===== src/rtl/idli_pio_m.sv =====
// idli_pio_m: 4-pin PIO, bit-serial slice access, sticky edge flags.
// Define IDLI_PIO_FALL_EN to add sticky fall flags in resp[11:8].
module idli_pio_m (
  input  logic       i_pio_gck,
  input  logic       i_pio_rst,
  input  logic [1:0] i_pio_ctr,
  input  logic       i_pio_req,
  input  logic       i_pio_wr,
  input  logic [3:0] i_pio_slice,
  output logic       o_pio_rdy,
  output logic [3:0] o_pio_slice,
  output logic       o_pio_vld,
  input  logic [3:0] i_pio_pins,
  output logic [3:0] o_pio_pins
);

  typedef enum logic [1:0] {
    IDLE = 2'd0,
    REQ  = 2'd1,
    RESP = 2'd2
  } state_t;

  state_t      state_q, state_d;
  logic        wr_q, wr_d;
  logic [7:0]  word_q, word_d;
  logic [11:0] resp_q, resp_d;
  logic [3:0]  pins_q, pins_d;
  logic [3:0]  meta_q, sync_q, prev_q;
  logic [3:0]  rise_q, rise_d;
  logic [3:0]  fall_bits;
  logic [15:0] resp_w;
  logic        accept, last, commit, snap;

`ifdef IDLI_PIO_FALL_EN
  logic [3:0]  fall_q, fall_d;
`endif

  assign accept = (state_q == IDLE) && i_pio_req
                  && (i_pio_ctr == 2'd0);
  assign last   = (state_q == REQ) && i_pio_req
                  && (i_pio_ctr == 2'd3);
  assign commit = last && wr_q;
  assign snap   = last && !wr_q;

  always_ff @(posedge i_pio_gck) begin
    if (i_pio_rst) state_q <= IDLE;
    else           state_q <= state_d;
  end

  always_comb begin
    state_d = state_q;
    unique case (state_q)
      IDLE: if (accept) state_d = REQ;
      REQ: begin
        if (!i_pio_req)
          state_d = IDLE;
        else if (i_pio_ctr == 2'd3)
          state_d = wr_q ? IDLE : RESP;
      end
      RESP: if (i_pio_ctr == 2'd3) state_d = IDLE;
      default: state_d = IDLE;
    endcase
  end

  always_comb begin
    resp_w      = {4'h0, resp_q};
    o_pio_rdy   = (state_q == IDLE);
    o_pio_vld   = (state_q == RESP);
    o_pio_slice = 4'h0;
    if (state_q == RESP)
      o_pio_slice = resp_w[{i_pio_ctr, 2'b00} +: 4];
  end

  // A new edge in the snapshot cycle survives the clear.
  always_comb begin
    rise_d = (snap ? 4'h0 : rise_q) | (sync_q & ~prev_q);
`ifdef IDLI_PIO_FALL_EN
    fall_d = (snap ? 4'h0 : fall_q) | (~sync_q & prev_q);
    fall_bits = fall_q;
`else
    fall_bits = 4'h0;
`endif
  end

  // Only slices 0/1 (data, mask) of a write word matter.
  always_comb begin
    wr_d   = wr_q;
    word_d = word_q;
    pins_d = pins_q;
    resp_d = resp_q;
    if (accept) begin
      wr_d = i_pio_wr;
      if (i_pio_wr) word_d[3:0] = i_pio_slice;
    end
    if (state_q == REQ && i_pio_req && wr_q
        && !i_pio_ctr[1])
      word_d[{i_pio_ctr[0], 2'b00} +: 4] = i_pio_slice;
    if (commit)
      pins_d = (pins_q & ~word_q[7:4])
             | (word_q[3:0] & word_q[7:4]);
    if (snap)
      resp_d = {fall_bits, rise_q, sync_q};
  end

  always_ff @(posedge i_pio_gck) begin
    if (i_pio_rst) begin
      wr_q   <= 1'b0;
      word_q <= '0;
      resp_q <= '0;
      pins_q <= '0;
      meta_q <= '0;
      sync_q <= '0;
      prev_q <= '0;
      rise_q <= '0;
    end else begin
      wr_q   <= wr_d;
      word_q <= word_d;
      resp_q <= resp_d;
      pins_q <= pins_d;
      meta_q <= i_pio_pins;
      sync_q <= meta_q;
      prev_q <= sync_q;
      rise_q <= rise_d;
    end
  end

`ifdef IDLI_PIO_FALL_EN
  always_ff @(posedge i_pio_gck) begin
    if (i_pio_rst) fall_q <= '0;
    else           fall_q <= fall_d;
  end
`endif

  assign o_pio_pins = pins_q;

endmodule


===== config.mk =====
export PLATFORM = sky130hd
export DESIGN_NAME = idli_pio_m
export DESIGN_NICKNAME = d
export VERILOG_FILES = /design/src/rtl/idli_pio_m.sv
export SDC_FILE = /design/constraint.sdc
export NUM_CORES = 1
export LEC_CHECK = 0
export CORE_UTILIZATION = 47
export DETAILED_ROUTE_END_ITERATION = 16
export GPL_TIMING_DRIVEN = 0
export MAX_ROUTING_LAYER = met4
export PLACE_DENSITY = 0.74
export SLEW_MARGIN = 30
export SYNTH_ARGS = -nofsm -noshare
export SYNTH_HDL_FRONTEND = slang
export SYNTH_SLANG_ARGS = --single-unit

===== constraint.sdc =====
create_clock -name i_pio_gck -period 1.3 [get_ports i_pio_gck]
set_input_delay 0.195 -clock i_pio_gck [delete_from_list [all_inputs] [get_ports i_pio_gck]]
set_output_delay 0.195 -clock i_pio_gck [all_outputs]
set_load 0.03 [all_outputs]

Run 1, signal wires on met3:
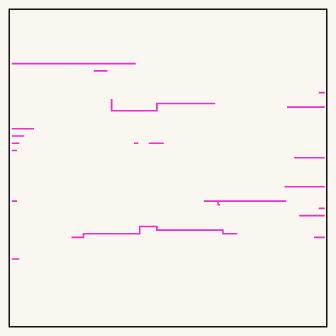
The wires run mostly horizontal. 17 nets have wire on it.
total detailed-routing wirelength: 3163 µm
routed vias: 1151
met3 Resource Use GR: 7.205%

Run 1, routed clock nets over the placement:
Scale bar: 20 µm.
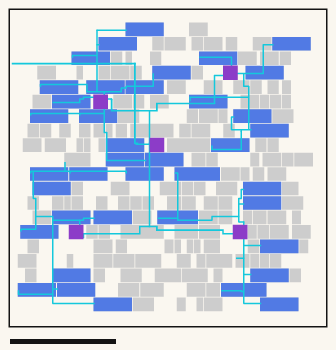
Key: cyan = clock wires [length 433 µm]; purple = clock-net drivers [count 5]; blue = flip-flops [count 39]
There are 6 routed clock nets.
clock share of power: 32.6%
clock latency of the later-clocked register in the worst-skew pair: 0.35 ns
largest clock skew in the final design: 0.007241 ns
power consumed by the clock network: 0.000675 W

Run 1, cell outlines without signal wires:
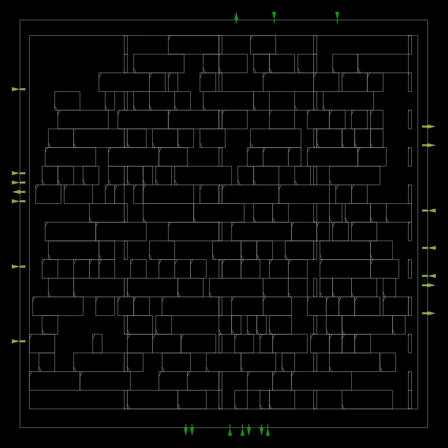
filler cell count in the final layout: 247
seq_cells: 39
Core Util, Final: 65.61%

Run 1, I/O pins on the die edge:
Pins as bars across the die edge, other pins in grey.
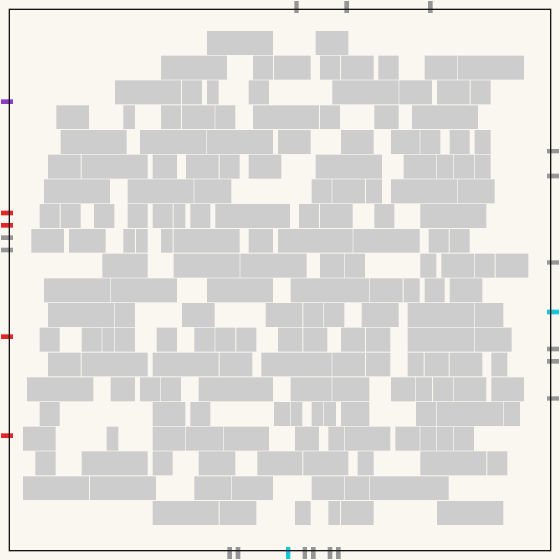
Key: purple = i_pio_gck [pins 1, direction input, edge left]; red = i_pio_pins [pins 4, direction input, edge left]; cyan = i_pio_ctr [pins 2, direction input, edge 1 right, 1 bottom]
Die Height: 59.39 µm
die span in x: 59.39 µm
number of I/O port buffers: 23

## run 1: through the flow
stage	util [%]	setup TNS (ns)
floorplan	-	0
global placement	60.85	-14.89
detailed placement	60.85	-15.55
CTS	65.81	-1.032
global route	65.61	-1.831
finish	65.61	-1.160
## run 1: worst paths after layout
kind	startpoint	to	slack, ns	cells past startpoint
worst max-delay path	state_q[1]	o_pio_slice[1]	-0.18	4
worst min-delay path	i_pio_ctr[1]	wr_q	0.32	3
worst max register to register	state_q[0]	word_q[3]	-0.13	5
worst min register to register	prev_q[0]	rise_q[0]	0.44	1
## run 1: tightest hold or removal path: cells and delay by family
kind                   cells  cell delay, ns
buffers and inverters      1            0.23
muxes                      1            0.11
and+or+nand+nor            1            0.10
## run 1: cells by family after synthesis
logic type	Yosys count	synth area share, %
AND-OR/OR-AND	10	3.557
flip-flops	39	50.44
AND/OR/NAND/NOR	66	26.35
multiplexers	24	15.52
buffers and inverters	13	4.122
## run 1: power by group
group	switching [W]	internal [W]	total, W
logic	0.0000734	0.0000922	0.000166
clock network	0.000409	0.000266	0.000675
registers	0.0000109	0.00122	0.00123
total	0.000493	0.00158	0.00207
## run 1: per-layer routing
| layer | track usage, % | vias up |
|---|---|---|
| li1 | - | 574 |
| met5 | - | - |
| met2 | 40.45 | 24 |
| met1 | 22.76 | 548 |
| met4 | 7.143 | 0 |
| met3 | 7.205 | 5 |
## run 1: what timing repair did
action                                  in CTS  in global routing
hold buffers                                 0                  0
buffers inserted                             3                  1
endpoints found under the setup margin      31                 31
pin swaps                                    5                  0
resized                                     67                  8
==> results_slide.txt, run 1 <==
Run Summary

Route
  – Antenna Nets Post-Route: 0
  – Number of optimization iterations in the first detailed-route pass: 4
  – Via density: 5.004

Die
  – Site Rows: 20
  – Chip area: 0.003527 mm²
  – Core Util at FP: 50.28%

Place
  – HPWL reported at the end of detailed placement: 2195 µm
  – DP Cell Count: 219

Final timing
  – Maximum clock frequency: 677.8 MHz
  – RSZ-0062 raised after global routing: yes
  – Final cycle utilization of the critical path: 113.5%
  – Worst setup margin: -0.1754 ns
  – Final Setup Violations: 8
  – Hold Fails Final Rpt: 0
  – Relative slew margins: 64.57%

Job
  – Log Warnings: 28

Finish
  – Final Net Count: 199
  – Sequential share of cell area: 39.10%
  – Most common logic cell in the routed design: sky130_fd_sc_hd__dfxtp_1
  – #MultiIn Comb: 100
  – Logic share of the area: 39.47%
  – Largest cell class by area: combinational gates
  – Clock-cell share of area: 3.346%
  – Post-Layout Inst Area: 0.002019 mm²
  – Antenna fix cells: 0
  – Count of non-filler cells in the finished layout: 230
  – Signed area change from the synthesized netlist to the final layout: 30.48%
  – Most used cells in the layout excluding fill and tap cells: sky130_fd_sc_hd__dfxtp_1, sky130_fd_sc_hd__nand2b_1, sky130_fd_sc_hd__mux2i_1

Critical path
  – Required time of the critical path: 1.11 ns
  – Worst Setup Start Kind: flop
  – Type of the worst setup path: flop to primary output
  – Peak fanout along the critical path: 5
  – Critical Path, Cell by Cell: nor2b_4 > nand2b_4 > nor2_4 > buf_6

Clock network
  – Clock-pin slew of the registers on the worst-case setup and hold paths: 0.11 ns
  – Clock tree root driver cell: sky130_fd_sc_hd__clkbuf_4
  – Cts bufs inserted: 5
  – Buffer levels on the longest clock path: 2

Pwr
  – P per Cell Area: 1025 mW/mm²
  – Max VDD drop: 771.8 µV
  – P_leak: 0.8289 nW
  – Total power: 0.002071 W

Outcome
  – Failing checks: negative setup slack
  – Status: finished with violations

Global routing
  – Antenna violations before repair: 0
  – Number of global-route vias before repair: 1233

Logic synthesis
  – Distinct cells, synth: 26
  – Nets in the synthesized netlist: 166
  – Number of cells in the yosys synthesis report: 152
  – Top cell types by occurrence after synthesis: sky130_fd_sc_hd__dfxtp_1, sky130_fd_sc_hd__nand2b_1, sky130_fd_sc_hd__mux2i_1
==> run 1 -> run 2 <==
--- a/config.mk
+++ b/config.mk
@@ -10,7 +10,7 @@
 export GPL_TIMING_DRIVEN = 0
 export MAX_ROUTING_LAYER = met4
 export PLACE_DENSITY = 0.74
-export SLEW_MARGIN = 30
+export SLEW_MARGIN = 20
 export SYNTH_ARGS = -nofsm -noshare
 export SYNTH_HDL_FRONTEND = slang
 export SYNTH_SLANG_ARGS = --single-unit
Run 2, cell area per tile:
The die is cut into 12 by 12 equal tiles; white is low, dark blue is high, 0 to 100% covered.
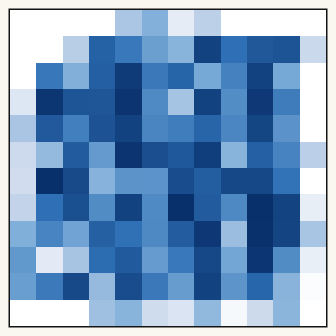
The emptiest ninth of the die: top left. 13% of the tiles are nearly empty. 35% of the tiles are over 75% full. The densest ninth of the die: middle. The fullest tile reaches 100%.
Core Util at FP: 50.28%
CORE AREA: 0.003078 mm²

Run 2, routed clock nets over the placement:
Scale bar: 20 µm.
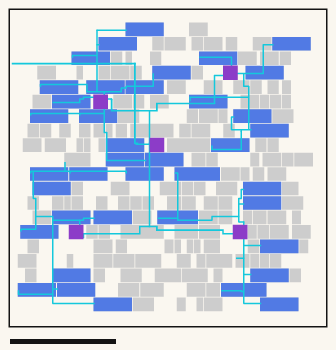
Key: blue = flip-flops [count 39]; purple = clock-net drivers [count 5]; cyan = clock wires [length 433 µm]
Position of the flops: all over the die. There are 6 routed clock nets.

==> run 2 against run 1 <==
Against the previous run: the run still ends with negative setup slack left; largest cell class unchanged; combinational power about the same; power unchanged; largest power group unchanged; hold slack unchanged; setup slack unchanged; sequential power about the same; cell count unchanged; synthesized area unchanged; clock skew unchanged.
==> results_slide.txt, run 2 <==
Run Summary

Outcome
  – Status: finished with violations
  – Failing checks: negative setup slack

Logic synthesis
  – Synth Area in Compound Gates: 3.557%
  – Distinct cells, synth: 26
  – Top cell types by occurrence after synthesis: sky130_fd_sc_hd__dfxtp_1, sky130_fd_sc_hd__nand2b_1, sky130_fd_sc_hd__mux2i_1
  – Main logic family after synthesis: simple AND/OR/NAND/NOR gates
  – MUX share of area: 15.52%

Global routing
  – Antenna violations before repair: 0
  – Number of global-route vias before repair: 1233

Route
  – Antenna Nets Post-Route: 0
  – Routed vias: 1151
  – Via density: 5.004
  – Number of optimization iterations in the first detailed-route pass: 4

Finish
  – Core Util, Final: 65.61%
  – Post-Layout Inst Area: 0.002019 mm²
  – Most common logic cell in the routed design: sky130_fd_sc_hd__dfxtp_1
  – Count of non-filler cells in the finished layout: 230

Place
  – Number of I/O port buffers: 23

Final timing
  – Setup TNS: -1.160 ns
  – Worst setup margin: -0.1754 ns
  – Relative slew margins: 64.57%
  – Final Setup Violations: 8
  – Largest clock skew in the final design: 0.007241 ns
  – Maximum clock frequency: 677.8 MHz
  – Final cycle utilization of the critical path: 113.5%

Job
  – Log Warnings: 28

Clock network
  – Buffer levels on the longest clock path: 2
  – Cts bufs inserted: 5

Die
  – Site Rows: 20

Critical path
  – Peak fanout along the critical path: 5
run 2: cell families (layout without fill, tap and decap cells):
kind of cell,after synthesis,after routing
buffers and inverters,13,47
AOI/OAI and AO/OA,10,10
DFF,39,39
muxes,24,24
and+or+nand+nor,66,66
run 2: path summary, 6_finish.rpt:
kind / from / end / slack (ns) / cells after the start
setup / recovery: state_q[1] / o_pio_slice[1] / -0.18 / 4
hold / removal: i_pio_ctr[1] / wr_q / 0.32 / 3
setup reg to reg: state_q[0] / word_q[3] / -0.13 / 5
hold reg to reg: prev_q[0] / rise_q[0] / 0.44 / 1
run 2: routing by layer:
metal / part of all wire [%] / vias to the layer above / GRT usage (%)
met5: 0 / - / -
met4: 1.1 / 0 / 7.143
met3: 4.3 / 5 / 7.205
met2: 53 / 24 / 40.45
met1: 42 / 548 / 22.76
li1: - / 574 / -
run 2: where the power goes:
part           leakage, nW  internal [W]  total, W  switching (W)
combinational        0.475     0.0000922  0.000166      0.0000734
sequential           0.319       0.00122   0.00123      0.0000109
clock               0.0345      0.000266  0.000675       0.000409
run 2: layout make-up:
cell class,instances,area share [%]
plain buffers,8,2.602
clock buffers,6,2.540
clock inverters,2,0.8055
inverters,4,0.7435
multi-input cells,100,39.47
flip-flops and latches,39,39.10
well taps,44,2.726
repair buffers,27,12.02
run 2: worst reg2reg max path, cell delays in order (launching register included):
cell	delay [ns]
sky130_fd_sc_hd__dfxtp_4	0.39
sky130_fd_sc_hd__buf_6	0.12
sky130_fd_sc_hd__mux2i_1	0.10
sky130_fd_sc_hd__or4_1	0.45
sky130_fd_sc_hd__buf_6	0.17
sky130_fd_sc_hd__mux2i_1	0.11
run 2: what timing repair did:
item	CTS	global route
buffers inserted	3	1
endpoints found under the setup margin	31	31
pin swaps	5	0
hold buffers	0	0
gates resized	67	8
Power figures rest on the tool's default switching activity, not on a simulated workload.
